<file path="src/rtl/sprite_motion_sched.sv">
// Frame-synchronous motion scheduler for NSPR bouncing sprites: one shared
// LOAD/CALC/STORE datapath sweeps every entry once per VSync rising edge.
module sprite_motion_sched #(
  parameter int NSPR     = 4,
  parameter int IDXW     = 2,
  parameter int H_ACT    = 640,
  parameter int V_ACT    = 480,
  parameter int SPR_SIZE = 32
) (
  input  logic            CLK,
  input  logic            nReset,
  input  logic            VSync,
  input  logic            en,
  input  logic            cfg_we,
  input  logic [IDXW-1:0] cfg_idx,
  input  logic [9:0]      cfg_x,
  input  logic [9:0]      cfg_y,
  input  logic            cfg_xd,
  input  logic            cfg_yd,
  output logic            cfg_err,
  input  logic [IDXW-1:0] rd_idx,
  output logic [9:0]      rd_x,
  output logic [9:0]      rd_y,
  output logic            busy,
  output logic            frame_done,
  output logic            ovr,
  output logic [15:0]     frame_cnt
);

  localparam logic [9:0]      X_HI     = 10'(H_ACT - 1 - SPR_SIZE);
  localparam logic [9:0]      Y_HI     = 10'(V_ACT - 1 - SPR_SIZE);
  localparam logic [IDXW-1:0] LAST_IDX = IDXW'(NSPR - 1);

  typedef enum logic [1:0] {
    IDLE  = 2'd0,
    LOAD  = 2'd1,
    CALC  = 2'd2,
    STORE = 2'd3
  } state_t;

  // One axis step: returns {new_dir, new_pos}; the bound test uses the old position.
  function automatic logic [10:0] step_axis(input logic [9:0] pos,
                                            input logic       dir,
                                            input logic [9:0] hi);
    logic [9:0] npos;
    logic       ndir;
    if (dir) begin
      npos = pos + 10'd1;
      ndir = (pos >= hi) ? 1'b0 : 1'b1;
    end else begin
      npos = pos - 10'd1;
      ndir = (pos <= 10'd1) ? 1'b1 : 1'b0;
    end
    return {ndir, npos};
  endfunction

  state_t          state_r;
  logic [IDXW-1:0] idx_r;
  logic [9:0]      wx_r;
  logic [9:0]      wy_r;
  logic            wxd_r;
  logic            wyd_r;
  logic            vsync_q_r;

  logic [9:0]      ent_x_r  [NSPR];
  logic [9:0]      ent_y_r  [NSPR];
  logic            ent_xd_r [NSPR];
  logic            ent_yd_r [NSPR];

  logic            upd_s;
  logic            start_s;
  logic            cfg_ok_s;
  logic [9:0]      nx_s;
  logic [9:0]      ny_s;
  logic            ndx_s;
  logic            ndy_s;

  assign upd_s    = VSync & ~vsync_q_r;
  assign start_s  = upd_s & en & (state_r == IDLE);
  assign cfg_ok_s = cfg_we & (state_r == IDLE);

  // Next position/direction of the working entry for both axes.
  always_comb begin
    {ndx_s, nx_s} = step_axis(wx_r, wxd_r, X_HI);
    {ndy_s, ny_s} = step_axis(wy_r, wyd_r, Y_HI);
  end

  // Sprite entry table: host config writes in IDLE, sweep commits in STORE.
  always_ff @(posedge CLK or negedge nReset) begin
    if (!nReset) begin
      for (int i = 0; i < NSPR; i++) begin
        ent_x_r[i]  <= 10'(32 * (i + 1));
        ent_y_r[i]  <= 10'(32 * (i + 1));
        ent_xd_r[i] <= 1'b1;
        ent_yd_r[i] <= ((i % 2) == 1);
      end
    end else if (cfg_ok_s) begin
      ent_x_r[cfg_idx]  <= cfg_x;
      ent_y_r[cfg_idx]  <= cfg_y;
      ent_xd_r[cfg_idx] <= cfg_xd;
      ent_yd_r[cfg_idx] <= cfg_yd;
    end else if (state_r == STORE) begin
      ent_x_r[idx_r]  <= wx_r;
      ent_y_r[idx_r]  <= wy_r;
      ent_xd_r[idx_r] <= wxd_r;
      ent_yd_r[idx_r] <= wyd_r;
    end
  end

  // Sweep FSM with its status outputs and frame-edge detector.
  always_ff @(posedge CLK or negedge nReset) begin
    if (!nReset) begin
      state_r    <= IDLE;
      idx_r      <= '0;
      wx_r       <= 10'd0;
      wy_r       <= 10'd0;
      wxd_r      <= 1'b0;
      wyd_r      <= 1'b0;
      vsync_q_r  <= 1'b1;
      busy       <= 1'b0;
      frame_done <= 1'b0;
      frame_cnt  <= 16'd0;
      ovr        <= 1'b0;
      cfg_err    <= 1'b0;
    end else begin
      vsync_q_r  <= VSync;
      frame_done <= 1'b0;
      cfg_err    <= cfg_we & busy;
      if (upd_s && busy) begin
        ovr <= 1'b1;
      end
      case (state_r)
        IDLE: begin
          if (start_s) begin
            state_r <= LOAD;
            idx_r   <= '0;
            busy    <= 1'b1;
          end
        end
        LOAD: begin
          wx_r    <= ent_x_r[idx_r];
          wy_r    <= ent_y_r[idx_r];
          wxd_r   <= ent_xd_r[idx_r];
          wyd_r   <= ent_yd_r[idx_r];
          state_r <= CALC;
        end
        CALC: begin
          wx_r    <= nx_s;
          wy_r    <= ny_s;
          wxd_r   <= ndx_s;
          wyd_r   <= ndy_s;
          state_r <= STORE;
        end
        STORE: begin
          if (idx_r == LAST_IDX) begin
            state_r    <= IDLE;
            busy       <= 1'b0;
            frame_done <= 1'b1;
            frame_cnt  <= frame_cnt + 16'd1;
          end else begin
            idx_r   <= idx_r + 1'b1;
            state_r <= LOAD;
          end
        end
        default: begin
          state_r <= IDLE;
          busy    <= 1'b0;
        end
      endcase
    end
  end

  // Registered renderer read port over committed entries.
  always_ff @(posedge CLK or negedge nReset) begin
    if (!nReset) begin
      rd_x <= 10'd0;
      rd_y <= 10'd0;
    end else begin
      rd_x <= ent_x_r[rd_idx];
      rd_y <= ent_y_r[rd_idx];
    end
  end

endmodule
</file>
<file path="config.mk">
export PLATFORM = sky130hd
export DESIGN_NAME = sprite_motion_sched
export DESIGN_NICKNAME = d
export VERILOG_FILES = /design/src/rtl/sprite_motion_sched.sv
export SDC_FILE = /design/constraint.sdc
export NUM_CORES = 1
export LEC_CHECK = 0
export CORE_MARGIN = 3
export CORE_UTILIZATION = 42
export CTS_BUF_LIST = sky130_fd_sc_hd__clkbuf_8
export CTS_CLUSTER_DIAMETER = 80
export CTS_CLUSTER_SIZE = 30
export DETAILED_ROUTE_END_ITERATION = 10
export PLACE_DENSITY = 0.57
export RECOVER_POWER = 50
export SETUP_SLACK_MARGIN = 0.02
export SYNTH_ARGS = -nofsm -noshare
export SYNTH_HDL_FRONTEND = slang
export SYNTH_SLANG_ARGS = --single-unit
export TNS_END_PERCENT = 50
</file>
<file path="constraint.sdc">
create_clock -name CLK -period 6.8 [get_ports CLK]
set_input_delay 1.36 -clock CLK [delete_from_list [all_inputs] [get_ports CLK]]
set_output_delay 1.36 -clock CLK [all_outputs]
set_load 0.03 [all_outputs]
</file>
==> run_1/floorplan.png <==
Scale bar: 50 um. Pins as bars on the die edge.
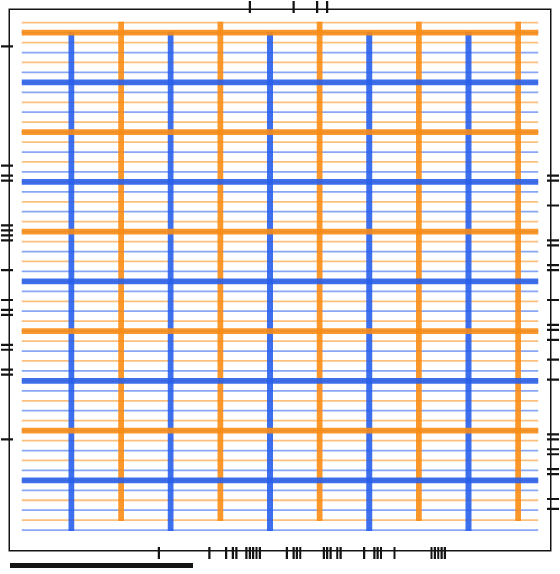
legend:
  orange:
    net: VDD
  blue:
    net: VSS
met4 straps: 10
signal pins: 71
met1 rails: 52
met5 straps: 10
rows: 51

==> run_1/class_map.png <==
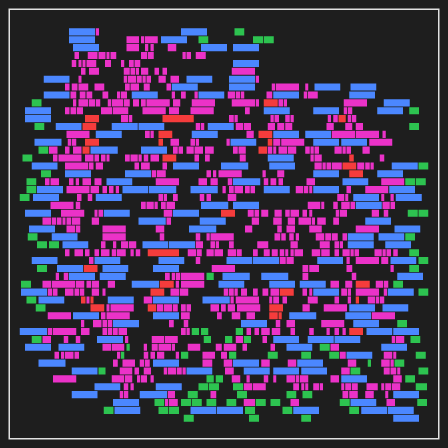
legend:
  magenta:
    class: remaining logic cells
    cells: 566
    share_of_their_area: 45%
  blue:
    class: registers
    cells: 155
    share_of_their_area: 42%
  red:
    class: clock drivers and dummy loads
    cells: 32
    share_of_their_area: 4.1%
  green:
    class: remaining buffers and delay cells
    cells: 85
    share_of_their_area: 8.6%

==> run_1/clock_wires.png <==
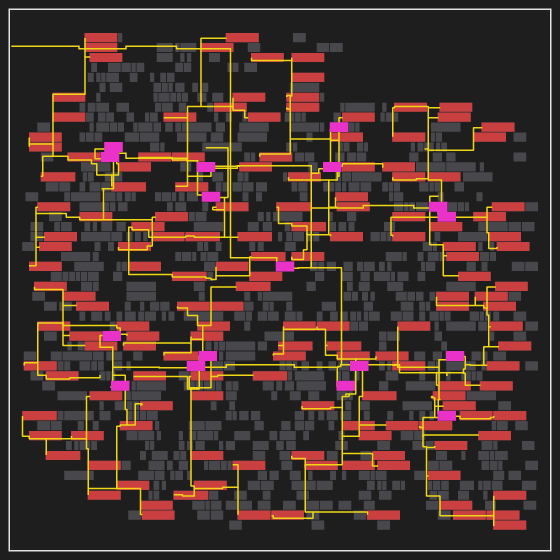
legend:
  magenta:
    item: clock-net drivers
    count: 17
  red:
    item: flip-flops
    count: 155
  yellow:
    item: clock wires
    length: 2080 um
routed clock nets: 18
flops lie: widely spread

==> out/metrics.yaml, run 1 <==
status: "finished with violations"
violations: "capacitance limit, slew limit"
timing.rr.end: "wx_r[9]"
clk_transition_reported_paths_ps: 80
core.rowCount: 51
stdcell_count: 1103
drv_cap: 3
p_comb_mw: 2.14
slew_viol_final: 117
tns_ps: 0
yosys-stat-area_sq_um: 8420
async_flop_share_pct: 100
syn_area_per_cell_sq_um: 10.5
grt_pass1_wl_um: 40500
yosysWarnings: 0
cp-end-kind: "asynchronous set/reset pin"
layout.non_clock_inverters: 24
drive_above_1_share_pct: 13.6
fmax_ghz: 0.237
critical_path.max_fanout: 104
clock_power_mw: 0.691
grt_busiest_layer: "met2"
ys_cells: 804
max-slew-margin-rel_pct: -91.0
route.vias.total: 6982
clkLatencyLatePin_ps: 460
netlist_instances: 804
min-delay-start: "frame_cnt[15]"
yosysUniqueCellTypes: 59
sh_seq_area_pct: 40.5
mux_share_pct: 12.4
use_met3_pct: 5.36
crit_path_end: "ent_y_r[8]"
met3_length_um: 1990
nets: 871
drtIter0Drc: 844
ctsResizeCount: 0
r2r_slack_ps: 2590
diodes: 0
taps: 265
synth_flop_count: 155
peakVddDrop_uv: 209
routedWlPerCell_um: 23.3
grtUsageMet1_pct: 31.9
==> run_1/layers.png <==
Scale bar: 50 um.
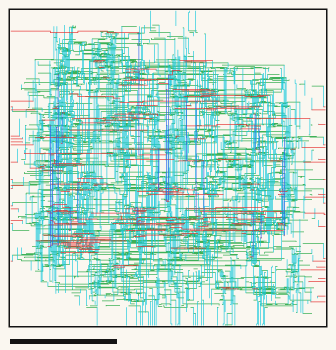

==> run 1 -> run 2 <==
clock period = 4.1 ns   (was 6.8 ns; I/O delays follow)
==> run_2/layers.png <==
Scale bar: 50 um.
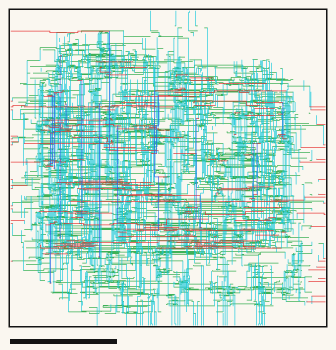
legend:
  cyan:
    layer: M2
    wire_length: 12100 um
  green:
    layer: M1
    wire_length: 10700 um
  blue:
    layer: M4
    wire_length: 663 um
  red:
    layer: M3
    wire_length: 2020 um

==> run_2/clock_wires.png <==
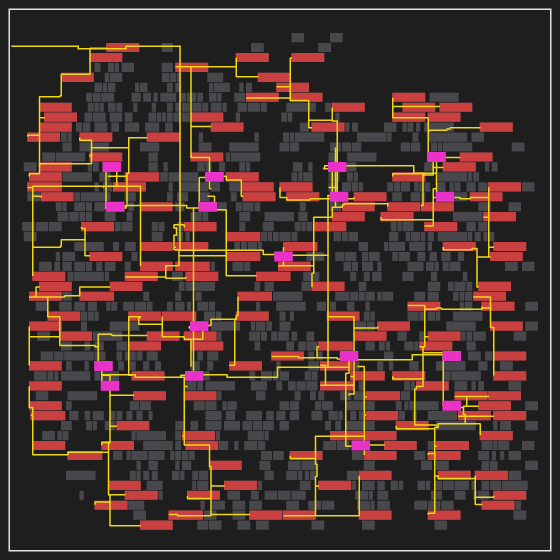
worst setup skew after layout: 11.3 ps
Clk pwr share: 15.2%
Clk. pwr: 1.17 mW
Worst-Skew Late Latency: 470 ps

==> run 2 against run 1 <==
Compared with the run above: the run still ends with capacitance limit, slew limit left; synthesized area unchanged; cell area up 0.86%; worst hold slack better by 0.75 ps; power up 66%; die size unchanged; worst setup slack worse by 1800 ps; sequential share of layout area down 0.34 points; core utilization up 0.42 points; sequential power up 66%; clock skew down 3.3 ps; critical endpoint is now rd_x[7]; largest power group unchanged; highest routed layer unchanged.
==> out/metrics.yaml, run 2 <==
drtIter0Drc: 628  # -26%
p_per_area_nw_per_um2: 795
core.rowCount: 51  # unchanged
violations: "capacitance limit, slew limit"
status: "finished with violations"
tns_ps: 0  # unchanged
stdcell_count: 1111  # +0.73%
critical_path.max_fanout: 20  # -81%
nets: 879  # +0.92%
p_comb_mw: 3.51  # +64%
startpoint_type: "input port"
htreeDepth: 4
peakVddDrop_uv: 416  # +99%
arrival_ps: 3660
path_buffers: 2
met3_length_um: 2020  # +2.0%
grtUsageTotal_pct: 23.8
grt_busiest_layer: "met2"
diodes: 0  # unchanged
synth_flop_count: 155  # unchanged
taps: 265  # unchanged
slew_viol_final: 94  # -20%
netlist_instances: 804  # unchanged
grt_pass1_wl_um: 40200  # -0.77%
yosys-stat-area_sq_um: 8420  # unchanged
grtUsageMet1_pct: 32.4  # +0.50 points
syn_to_final_growth_pct: 15.2
layout.non_clock_inverters: 24  # unchanged
sh_seq_area_pct: 40.2  # -0.34 points
route.vias.total: 6916  # -0.95%
max-slew-margin-rel_pct: -55.1  # +36 points
clk_transition_reported_paths_ps: 90  # about the same
area_leaders: "dfrtp_1 41%, mux4_2 11%, dfstp_2 5.3%"
drive_above_1_share_pct: 14.7  # +1.1 points
timing.rr.end: "ent_yd_r[3]"
use_met3_pct: 4.72  # -0.64 points
cp-end-kind: "flip-flop"
cts_sinks: 155
yosysWarnings: 0  # unchanged
fmax_ghz: 0.300
drv_cap: 2  # -1
r2r_slack_ps: 1430  # -1160 ps
ctsResizeCount: 0  # unchanged
async_flop_share_pct: 100  # unchanged
crit_type: "input port to flip-flop"
yosysUniqueCellTypes: 59  # unchanged
power.total_mw: 7.71
crit_path_end: "rd_x[7]"
synth_area_sq_um: 8420
min-delay-start: "frame_cnt[15]"
mux_share_pct: 12.4  # unchanged
==> run_2/floorplan.png <==
Scale bar: 50 um. Pins as bars on the die edge.
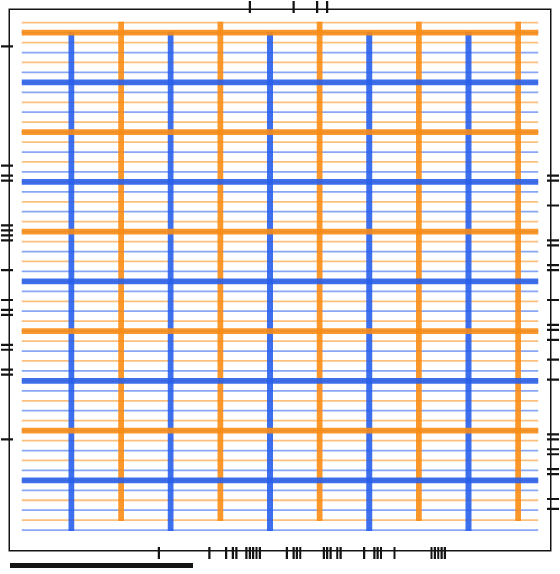

==> run 2 -> run 3 <==
PLACE_DENSITY = 0.59   (was 0.57)
clock period = 3 ns   (was 4.1 ns; I/O delays follow)
==> run_3/floorplan.png <==
Scale bar: 50 um. Pins as bars on the die edge.
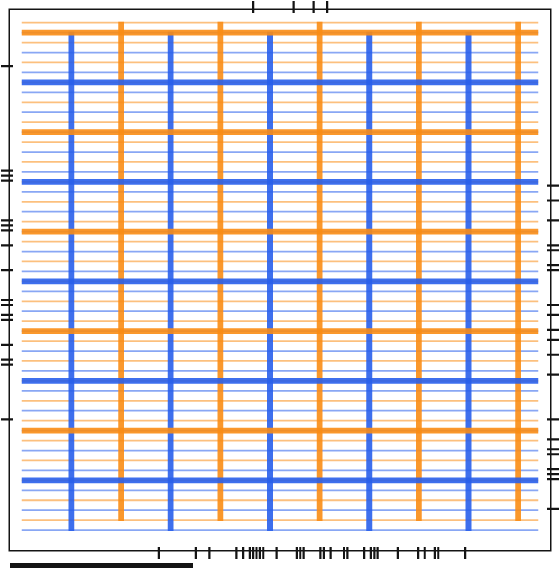
Core ar.: 19600 sq um
worst vdd ir: 502 uV
DIE HEIGHT: 148 um

==> run_3/congestion_map.png <==
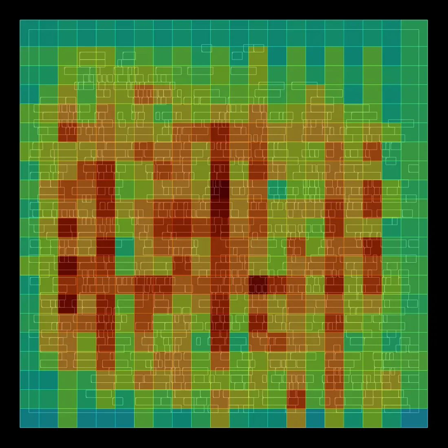
GRT Overall Usage: 23.9%
Post-Route Utilization: 50.1%

==> run 3 against run 2 <==
Compared with the run above: the flow still finishes with violations (capacitance limit, slew limit); wire length rose by 0.65%; clock skew barely moved; worst hold slack improved by 11 ps; largest cell class unchanged; synthesized cell count did not move; via count rose by 0.97%; first-iteration DRC count rose by 12%; register-to-register slack got worse by 940 ps; sequential share of layout area fell by 0.48 points.
==> out/metrics.yaml, run 3 <==
status: "finished with violations"
violations: "capacitance limit, slew limit"
pwr-share-seq_pct: 38.9
slew_viol_final: 71  # -24%
taps: 265  # unchanged
wl_met1_um: 10800
top_cells_by_count: "138 x dfrtp_1, 70 x clkbuf_1, 64 x a21oi_1, 60 x nor2_1, 48 x nand3_1"
cts_sinks: 155  # unchanged
yosys-stat-area_sq_um: 8420  # unchanged
synth-main-ff-cell: "dfrtp_1"
grt_pass1_wl_um: 40300  # +0.41%
synth_area_sq_um: 8420  # unchanged
sh_seq_area_pct: 39.7  # -0.48 points
clkLatencyLatePin_ps: 470  # about the same
io_pins: 71
fmax_ghz: 0.399
dr.pass1.iters: 6
htreeDepth: 4  # unchanged
max-slew-margin-rel_pct: -15.7  # +39 points
area_leaders: "dfrtp_1 41%, mux4_2 11%, dfstp_2 5.3%"
crit_path_top_delay_cell: "dfrtp_1"
cts.path.max_buffers: 2
netlist_instances: 804  # unchanged
route.met2.wl_um: 12200
mux_share_pct: 12.4  # unchanged
clock_power_mw: 1.73  # +48%
drv_cap: 1  # -1
stdcell_count: 1122  # +0.99%
yosysUniqueCellTypes: 59  # unchanged
arrival_ps: 2910  # -750 ps
diodes: 0  # unchanged
drive_above_1_share_pct: 16.1  # +1.4 points
met3_length_um: 1820  # -10%
cpPeakStageDelay_ps: 760
ctsHoldBuffers: 0
p_comb_mw: 4.86  # +38%
startpoint_type: "flip-flop"
layout.non_clock_inverters: 24  # unchanged
drt-total-wl_um: 25600
synth_flop_count: 155  # unchanged
drtIter0Drc: 704  # +12%
synthAdderAreaFrac_pct: 2.23
route.vias.total: 6983  # +0.97%
nets: 890  # +1.3%
crit_path_end: "frame_cnt[8]"
pwr-share-clk_pct: 16.0  # +0.8 points
syn_area_per_cell_sq_um: 10.5
worstMarginPinSlew_ps: 1740
r2r_slack_ps: 490  # -940 ps
ctsResizeCount: 0  # unchanged
largest_class: "multi-input combinational cells"
finalClockSkew_ps: 11.2  # -0.130 ps
compound_area_share_pct: 19.5
grt_busiest_layer: "met2"
power.total_mw: 10.8  # +40%
cp-end-kind: "flip-flop"
syn_to_final_growth_pct: 16.6
leakage_nw: 3.82
tns_ps: 0  # unchanged
grtUsageMet1_pct: 32.2  # -0.15 points
logic_area_sq_um: 4120
numPortBuffers: 70
setup_slack_ps: 494
async_flop_share_pct: 100  # unchanged
highest_layer: "met4"
post_cts_buffers: 0
use_met3_pct: 5.15  # +0.43 points
hpwl_um: 16500
power-top-group: "combinational cells"
crit_required_ps: 3400
crit_type: "flip-flop to flip-flop"
core.rowCount: 51  # unchanged
critical_path.max_fanout: 13  # -35%
whs_ps: 477
clk_transition_reported_paths_ps: 90  # about the same
path_buffers: 1  # -1
min-delay-start: "frame_cnt[15]"
nFillCells: 1767
place_area_sq_um: 9420
min_path_cells: 1
yosysWarnings: 0  # unchanged
timing.rr.end: "frame_cnt[8]"
postRouteAntennaNets: 0
place_inst: 1090
p_per_area_nw_per_um2: 1100  # +38%
No activity file was given, so power comes from the tool's default toggle rates.
